==> config.mk <==
export PLATFORM = sky130hd
export DESIGN_NAME = flag_unit_pipelined_flat
export DESIGN_NICKNAME = d
export VERILOG_FILES = /design/src/rtl/flag_unit_pipelined_if.sv /design/src/rtl/flag_unit_pipelined.sv /design/src/flat_wrapper.sv
export SDC_FILE = /design/constraint.sdc
export NUM_CORES = 1
export LEC_CHECK = 0
export CAP_MARGIN = 15
export CORE_MARGIN = 2
export CORE_UTILIZATION = 37
export CTS_BUF_LIST = sky130_fd_sc_hd__clkbuf_8
export CTS_CLUSTER_DIAMETER = 150
export DETAILED_ROUTE_END_ITERATION = 12
export GPL_TIMING_DRIVEN = 0
export PLACE_DENSITY = 0.94
export SLEW_MARGIN = 20
export SYNTH_ARGS = -nofsm -noshare
export SYNTH_HDL_FRONTEND = slang
export SYNTH_SLANG_ARGS = --single-unit
==> constraint.sdc <==
create_clock -name clk -period 2.54 [get_ports clk]
set_clock_uncertainty 0.05 [all_clocks]
set_input_delay 0.508 -clock clk [delete_from_list [all_inputs] [get_ports clk]]
set_output_delay 0.508 -clock clk [all_outputs]
set_load 0.005 [all_outputs]
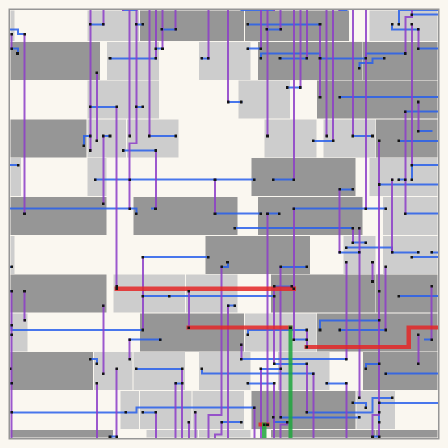
**Above:** a small window of the routed layout.
Window x 13 to 43, y 13 to 43 um. Cells in grey, sequential cells in the stronger grey; small squares are vias.
layer	colour
metal 1	blue
metal 2	purple
metal 4	green
metal 3	red
cells with their middle in the window	45
most frequent	dfxtp_1 (16), clkdlybuf4s50_1 (13), clkbuf_8 (4)
sequential cells in the window	19

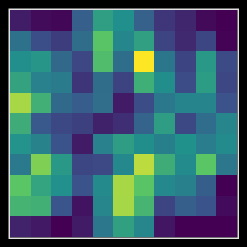
**Above:** routed metal per tile.
(4 px per um) The die is cut into 11 by 11 equal tiles; dark purple is low, yellow is high, scaled to the fullest tile. Values are wire area over tile area, all layers added.
tiles over half the peak	26%
fullest tile	0.33
nearly empty tiles	6.6%
mean over tiles	0.12
Routed WL: 2.34 mm
Routed WL per cell: 12.9 um
routed via count: 862

==> reports/metrics.cfg <==
[logic_synthesis]
ff_type=dfxtp_1
ys_sh_xor_pct=0
edf_count=0
most_common_cell=dfxtp_1
synth.avg_cell_area_sq_um=15.4
synth_chip_area_sq_mm=0.00103
synth_top_area_share_pct=54.2
logic_family=simple AND/OR/NAND/NOR gates
synth_flops=36
topCellsByArea=dfxtp_1, dfrtp_1, or4_1, mux2_4, nand3b_4
async_flop_share_pct=22.2

[grt]
grt_pass1_vias=882
grt_pass1_wl_mm=3.54
antenna_found_initial=0
grt_overflow_total=0

[clock_tree]
clock-root-buffer=clkbuf_8
htree_levels=2
clock_path_buffers=2
cts_made_buffers=5

[worst_setup_path]
path_depth=1
worstPathArrival_ns=1.13
crit_slowest_cell=clkdlybuf4s50_1
crit_family=buffers and inverters
max_stage_delay_ns=0.51

[power]
p_int_mw=0.937
maxPowerGroup=sequential cells
swShare_pct=18.1
vdd_drop_max_uv=525

[routing]
vias_per_cell=4.74
wl_met3_um=228

[flow_run]
warnings=26

[cells_and_area]
buf_share_pct=39.6
comb_area_share_pct=14.0
largest_reg_flops=20
clk_share_pct=4.68

[place]
placed_area_sq_mm=0.00183
io_buffer_count=76

[timing]
hold_ws_ns=0.278

[run_status]
outcome=finished, final reports clean

[min_path]
min_path_type=reg -> reg
whs_path_depth=0

